gates.png
Scale: 6 px per um.
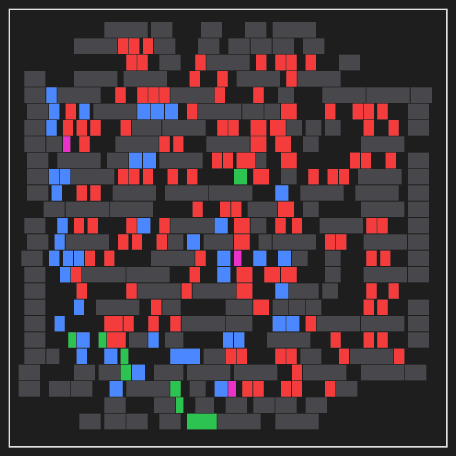
closeup.png
Region (16, 31) to (56, 71) um. Cells in gray, sequential cells in the stronger gray; small squares are vias.
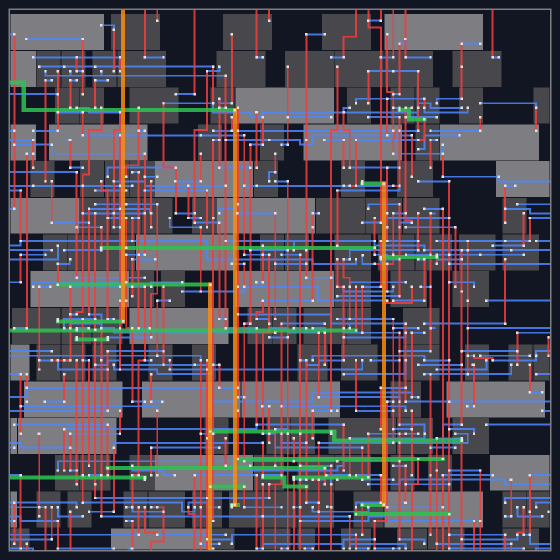
m2.png
Scale: 4 px per um. Cells faint in the background.
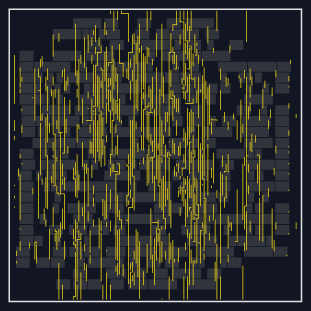
### src/rtl/imm_extend_pipe.sv
`default_nettype none
// ============================================================================
// Module      : imm_extend_pipe
// Description : Two-stage pipelined immediate generator sitting between the
//               instruction register and the ALU operand mux. Stage 1
//               captures the IMM_W immediate field and classifies the
//               extension mode. Stage 2 builds the DATA_W-wide immediate.
//               Both stages use valid/ready handshakes with full throughput,
//               and Flush discards everything in flight.
//
// Ports       : Clk, Reset       - clock, synchronous active-high reset
//               InValid/InReady  - input beat handshake (IROut, ALUOp)
//               IROut            - instruction word (DATA_W)
//               ALUOp            - decoded ALU opcode (6)
//               Flush            - synchronous discard of in-flight beats
//               OutValid/OutReady- output beat handshake (Imm, ImmMode)
//               Imm              - extended immediate (DATA_W)
//               ImmMode          - 00 zero, 01 sign, 10 branch, 11 upper
//               SignCount,
//               ZeroCount        - saturating output-mode counters, present
//                                  only when IMM_STATS_EN is defined
//
// Options     : `define IMM_STATS_EN adds SignCount/ZeroCount.
//
// Revision    : 1.0 - initial release
// ============================================================================
module imm_extend_pipe #(
    parameter int         DATA_W   = 32,
    parameter int         IMM_W    = 16,
    parameter int         BR_SHIFT = 0,
    parameter logic [5:0] LUI_OP   = 6'b111010
) (
    input  logic              Clk,
    input  logic              Reset,
    input  logic              InValid,
    output logic              InReady,
    input  logic [DATA_W-1:0] IROut,
    input  logic [5:0]        ALUOp,
    input  logic              Flush,
    output logic              OutValid,
    input  logic              OutReady,
    output logic [DATA_W-1:0] Imm,
    output logic [1:0]        ImmMode
`ifdef IMM_STATS_EN
    ,
    output logic [15:0]       SignCount,
    output logic [15:0]       ZeroCount
`endif
);

    localparam logic [1:0] c_MODE_ZERO   = 2'b00;
    localparam logic [1:0] c_MODE_SIGN   = 2'b01;
    localparam logic [1:0] c_MODE_BRANCH = 2'b10;
    localparam logic [1:0] c_MODE_UPPER  = 2'b11;

    localparam logic [5:0] c_OP_ADDI = 6'b110010;
    localparam logic [5:0] c_OP_SUBI = 6'b110011;
    localparam logic [5:0] c_OP_SLTI = 6'b110111;

    localparam int c_EXT_W = DATA_W - IMM_W;

    // ------------------------------------------------------------------
    // Pipeline state
    // ------------------------------------------------------------------
    logic              r_s1_valid;
    logic [IMM_W-1:0]  r_s1_field;
    logic [1:0]        r_s1_mode;
    logic              r_s2_valid;
    logic [DATA_W-1:0] r_imm;
    logic [1:0]        r_mode;

    logic              w_s2_ready;
    logic              w_s1_moves;
    logic              w_accept;
    logic [1:0]        w_mode_in;
    logic [DATA_W-1:0] w_sext;
    logic [DATA_W-1:0] w_imm_next;

    // Stage 2 can take new data when empty or when its beat leaves now.
    // InReady depends only on state and OutReady, never on InValid.
    assign w_s2_ready = !r_s2_valid || OutReady;
    assign w_s1_moves = r_s1_valid && w_s2_ready;
    assign InReady    = !r_s1_valid || w_s1_moves;
    assign w_accept   = InValid && InReady && !Flush;

    assign OutValid = r_s2_valid;
    assign Imm      = r_imm;
    assign ImmMode  = r_mode;

    // Mode classification; the branch pattern in the top two bits wins
    // over any opcode.
    always_comb begin
        w_mode_in = c_MODE_ZERO;
        if (IROut[DATA_W-1 -: 2] == 2'b10) begin
            w_mode_in = c_MODE_BRANCH;
        end else if (ALUOp == LUI_OP) begin
            w_mode_in = c_MODE_UPPER;
        end else if ((ALUOp == c_OP_ADDI) || (ALUOp == c_OP_SUBI) ||
                     (ALUOp == c_OP_SLTI)) begin
            w_mode_in = c_MODE_SIGN;
        end
    end

    assign w_sext = {{c_EXT_W{r_s1_field[IMM_W-1]}}, r_s1_field};

    always_comb begin
        w_imm_next = {{c_EXT_W{1'b0}}, r_s1_field};
        case (r_s1_mode)
            c_MODE_SIGN:   w_imm_next = w_sext;
            // Bits shifted past the MSB are simply dropped.
            c_MODE_BRANCH: w_imm_next = w_sext << BR_SHIFT;
            c_MODE_UPPER:  w_imm_next = {r_s1_field, {c_EXT_W{1'b0}}};
            default:       w_imm_next = {{c_EXT_W{1'b0}}, r_s1_field};
        endcase
    end

    always_ff @(posedge Clk) begin
        if (Reset) begin
            r_s1_valid <= 1'b0;
            r_s1_field <= '0;
            r_s1_mode  <= c_MODE_ZERO;
            r_s2_valid <= 1'b0;
            r_imm      <= '0;
            r_mode     <= c_MODE_ZERO;
        end else if (Flush) begin
            // Data registers keep their contents; only the valids drop.
            r_s1_valid <= 1'b0;
            r_s2_valid <= 1'b0;
        end else begin
            if (InReady) begin
                r_s1_valid <= InValid;
            end
            if (w_accept) begin
                r_s1_field <= IROut[IMM_W-1:0];
                r_s1_mode  <= w_mode_in;
            end
            if (w_s2_ready) begin
                r_s2_valid <= r_s1_valid;
            end
            // Imm/ImmMode change only when a new beat enters stage 2, so
            // they hold steady while the consumer stalls.
            if (w_s1_moves) begin
                r_imm  <= w_imm_next;
                r_mode <= r_s1_mode;
            end
        end
    end

    // Instruction bits between the immediate field and the branch tag are
    // intentionally ignored.
    generate
        if (DATA_W > IMM_W + 2) begin : g_unused_bits
            logic w_unused_ir;
            assign w_unused_ir = ^IROut[DATA_W-3:IMM_W];
        end
    endgenerate

`ifdef IMM_STATS_EN
    logic        w_out_hs;
    logic        w_is_signed_mode;
    logic [15:0] r_sign_cnt;
    logic [15:0] r_zero_cnt;

    assign w_out_hs         = r_s2_valid && OutReady;
    // Modes 01 and 10 carry a sign extension; 00 and 11 do not.
    assign w_is_signed_mode = r_mode[1] ^ r_mode[0];

    always_ff @(posedge Clk) begin
        if (Reset) begin
            r_sign_cnt <= '0;
            r_zero_cnt <= '0;
        end else if (w_out_hs) begin
            if (w_is_signed_mode) begin
                if (r_sign_cnt != 16'hFFFF) begin
                    r_sign_cnt <= r_sign_cnt + 16'd1;
                end
            end else begin
                if (r_zero_cnt != 16'hFFFF) begin
                    r_zero_cnt <= r_zero_cnt + 16'd1;
                end
            end
        end
    end

    assign SignCount = r_sign_cnt;
    assign ZeroCount = r_zero_cnt;
`endif

endmodule
`default_nettype wire

### config.mk
export PLATFORM = sky130hd
export DESIGN_NAME = imm_extend_pipe
export DESIGN_NICKNAME = d
export VERILOG_FILES = /design/src/rtl/imm_extend_pipe.sv
export SDC_FILE = /design/constraint.sdc
export NUM_CORES = 1
export LEC_CHECK = 0
export CAP_MARGIN = 10
export CORE_UTILIZATION = 49
export DETAILED_ROUTE_END_ITERATION = 8
export PLACE_DENSITY_LB_ADDON = 0.2
export RECOVER_POWER = 25
export SYNTH_ARGS = -nofsm -noshare
export SYNTH_HDL_FRONTEND = slang
export SYNTH_SLANG_ARGS = --single-unit
### constraint.sdc
create_clock -name Clk -period 4.2 [get_ports Clk]
set_input_delay 0.84 -clock Clk [delete_from_list [all_inputs] [get_ports Clk]]
set_output_delay 0.84 -clock Clk [all_outputs]
set_load 0.005 [all_outputs]
==> run summary <==
outcome: finished clean
CTS Root Cell: clkbuf_8
Synth cell types: 31
Initial DRC Count: 258
Synth Warn #: 0
Synth Area per Inst: 8.648 um^2
Setup WS post-layout: 1.037 ns
Nets: 367
layout cell share with drive strength beyond 1: 5.263%
1st-pass router iterations: 5
DR WL/cell: 14.53 um
CTS tree: built
worst slew pin tran: 0.8656 ns
worst vdd rail ir drop: 0.1656 mV
cell taking the most area after synthesis: dfxtp_1
Vias/cell: 5.854
# resized after CTS: 0
CTS buffer count: 5
# Cells Yosys: 283
Hold Path Class: reg2reg
post-synthesis sequential area ratio: 44.17%
count of final hold-check violations: 0
Initial Util: 51.47%
I/O Pins: 79
GR Overflow Total: 0
Leak Pwr: 1.009 nW
buffers inserted by post-CTS timing repair: 0
post-route setup TNS: 0 ns
Placer Congestion: 0.7593
syn nets: 328
clk buf depth: 2
Diodes inserted: 0
pwr/cell area: 296.2 nW/um^2
Tmin final: 3.163 ns
YS chip area: 2447 um^2
Worst EP required: 3.36 ns
first-pass GRT wire length: 9473 um
area share, top type: 44.17%
number of max-cap violations: 0
asr flop ratio synth: 0%
Synth Flop Type: dfxtp_1
crit path max fanout: 19
EDFF count, synth: 0
top-count cell post-synth: dfxtp_1
GR Util All Layers: 23.15%
max_slew headroom: 42.17%
cts hold-fix bufs: 0
Post-Route WL: 5667 um
CTS H-Tree Depth: 2
top cells by area: dfxtp_1 (44%), a21oi_1 (10%), o21ai_0 (9.2%), a22oi_1 (4.6%), or4_1 (4.6%)
Area Overhead vs Synth: 24.44%
largest net degree at the start of global routing: 51
total core area: 4755 um^2
IO Port Bufs: 64
initial antenna violation count: 0
post-place setup slack: 1.043 ns
ys flops: 54
unrepaired setup endpoints after global routing: no
DRT antenna net count: 0
row count: 25
vias in the first global route: 1971
worst skew pair latency: 0.31 ns
Commonest cells post-synth: dfxtp_1 (54), a21oi_1 (51), o21ai_0 (45)
hpwl dp: 3860 um
fin. max-slew vios: 0
Crit Path Class: in2out
Layout Skew: 0.008055 ns
startpoint types: input port
fmax: 0.3162 GHz
Back to the opening pictures, gates.png:
legend:
  blue:
    family: nand cells
    cells: 41
    most_used: nand3_1
  green:
    family: nor cells
    cells: 8
    most_used: nor2_1
  magenta:
    family: inv cells
    cells: 3
    most_used: inv_1
  red:
    family: aoi and oai cells
    cells: 119
    most_used: a21oi_1
    where: all over the die
most used logic cell in the final layout: dfxtp_1
combinational share of cell area: 36.65%
final cell count without fillers: 390

Back to the opening pictures, closeup.png:
legend:
  green:
    layer: M3
  orange:
    layer: M4
  blue:
    layer: M1
  red:
    layer: M2
netlist names of flops here include: Imm (16), r_s1_field (7)
cells with their middle in the window: 127
most frequent: a21oi_1 (25), dfxtp_1 (23), o21ai_0 (23)
sequential cells in the window: 23

Back to the opening pictures, m2.png:
longest straight run: 32.3 um
nets with wire on the layer: 290
wire length on this layer: 2600 um
via count: 2283
GRT met2 Usage: 34.27%

[cell usage in the layout, fill, tap and decap left out, types with 3 or more instances in the layout]
master and n:
clkbuf_8 5, clkdlybuf4s50_1 42, buf_4 3, nand3_1 19, a22oi_1 15, o21ai_0 45
dfxtp_1 54, nor2_1 4, or4_1 15, o21ai_1 5, a21oi_1 51, dlygate4sd3_1 22
nand4_1 17, nand2b_1 4
[sequential cells by signal, summed over array words and instances (netlist names)]
register,cells
Imm,32
r_s1_field,16
ImmMode,2
r_s1_mode,2
OutValid,1
r_s1_valid,1
[per-layer routing]
metal  track usage, %  routed length [um]  share of wire, %
met5                0                   0                 0
met4            9.804                 114               2.0
met3            4.696                 337               5.9
met2            34.27                2598                46
met1            32.76                2616                46
[stage by stage]
| stage | cell area, um^2 | util (%) | total power [mW] | hold slack (ns) | cells |
|---|---|---|---|---|---|
| finish | 3045 | 64.05 | 0.9019 | 0.4723 | 390 |
| global placement | 2955 | 62.16 | 0.6195 | 0.4585 | 382 |
| detailed placement | 2955 | 62.16 | 0.6209 | 0.4643 | 382 |
| floorplan | 2447 | - | 0.5884 | 0.4579 | 283 |
| CTS | 3045 | 64.05 | 0.9071 | 0.4780 | 390 |
| global route | 3045 | 64.05 | 0.9303 | 0.4956 | 390 |
[worst paths after layout]
| check | depth (start not counted) | startpoint | to | slack (ns) |
|---|---|---|---|---|
| setup / recovery | 5 | OutReady | InReady | 1.04 |
| hold reg to reg | 2 | Imm[12] | Imm[12] | 0.47 |
| hold / removal | 2 | Imm[12] | Imm[12] | 0.47 |
| setup reg to reg | 5 | r_s1_mode[1] | Imm[3] | 2.33 |
[critical path: stages]
cell,delay [ns]
clkdlybuf4s50_1,0.53
and3b_1,0.20
buf_4,0.19
inv_2,0.07
clkdlybuf4s50_1,0.49
[area by class of cell]
type	instances	area, um^2	area share [%]
timing repair buffer	67	663.1	21.77
tap	67	83.83	2.753
multi-input combinational	191	1116	36.65
clock buffer	5	68.82	2.260
sequential	54	1081	35.50
clock inverter	3	21.27	0.6984
inverter	3	11.26	0.3698
[cell families (layout without fill, tap and decap cells)]
group	Yosys count	after routing	synth area share (%)
adders and majority gates	2	2	1.022
buffers and inverters	38	78	10.22
muxes	1	1	0.4090
DFF	54	54	44.17
AOI/OAI and AO/OA	119	119	26.33
and+or+nand+nor	69	69	17.84
[power breakdown]
group	total [mW]	leakage, nW	switching [mW]	internal, mW
Combinational	0.0783	0.528	0.0399	0.0384
Clock	0.292	0.0441	0.175	0.117
Sequential	0.531	0.437	0.0103	0.521
Power is estimated from default activity; no workload was simulated.
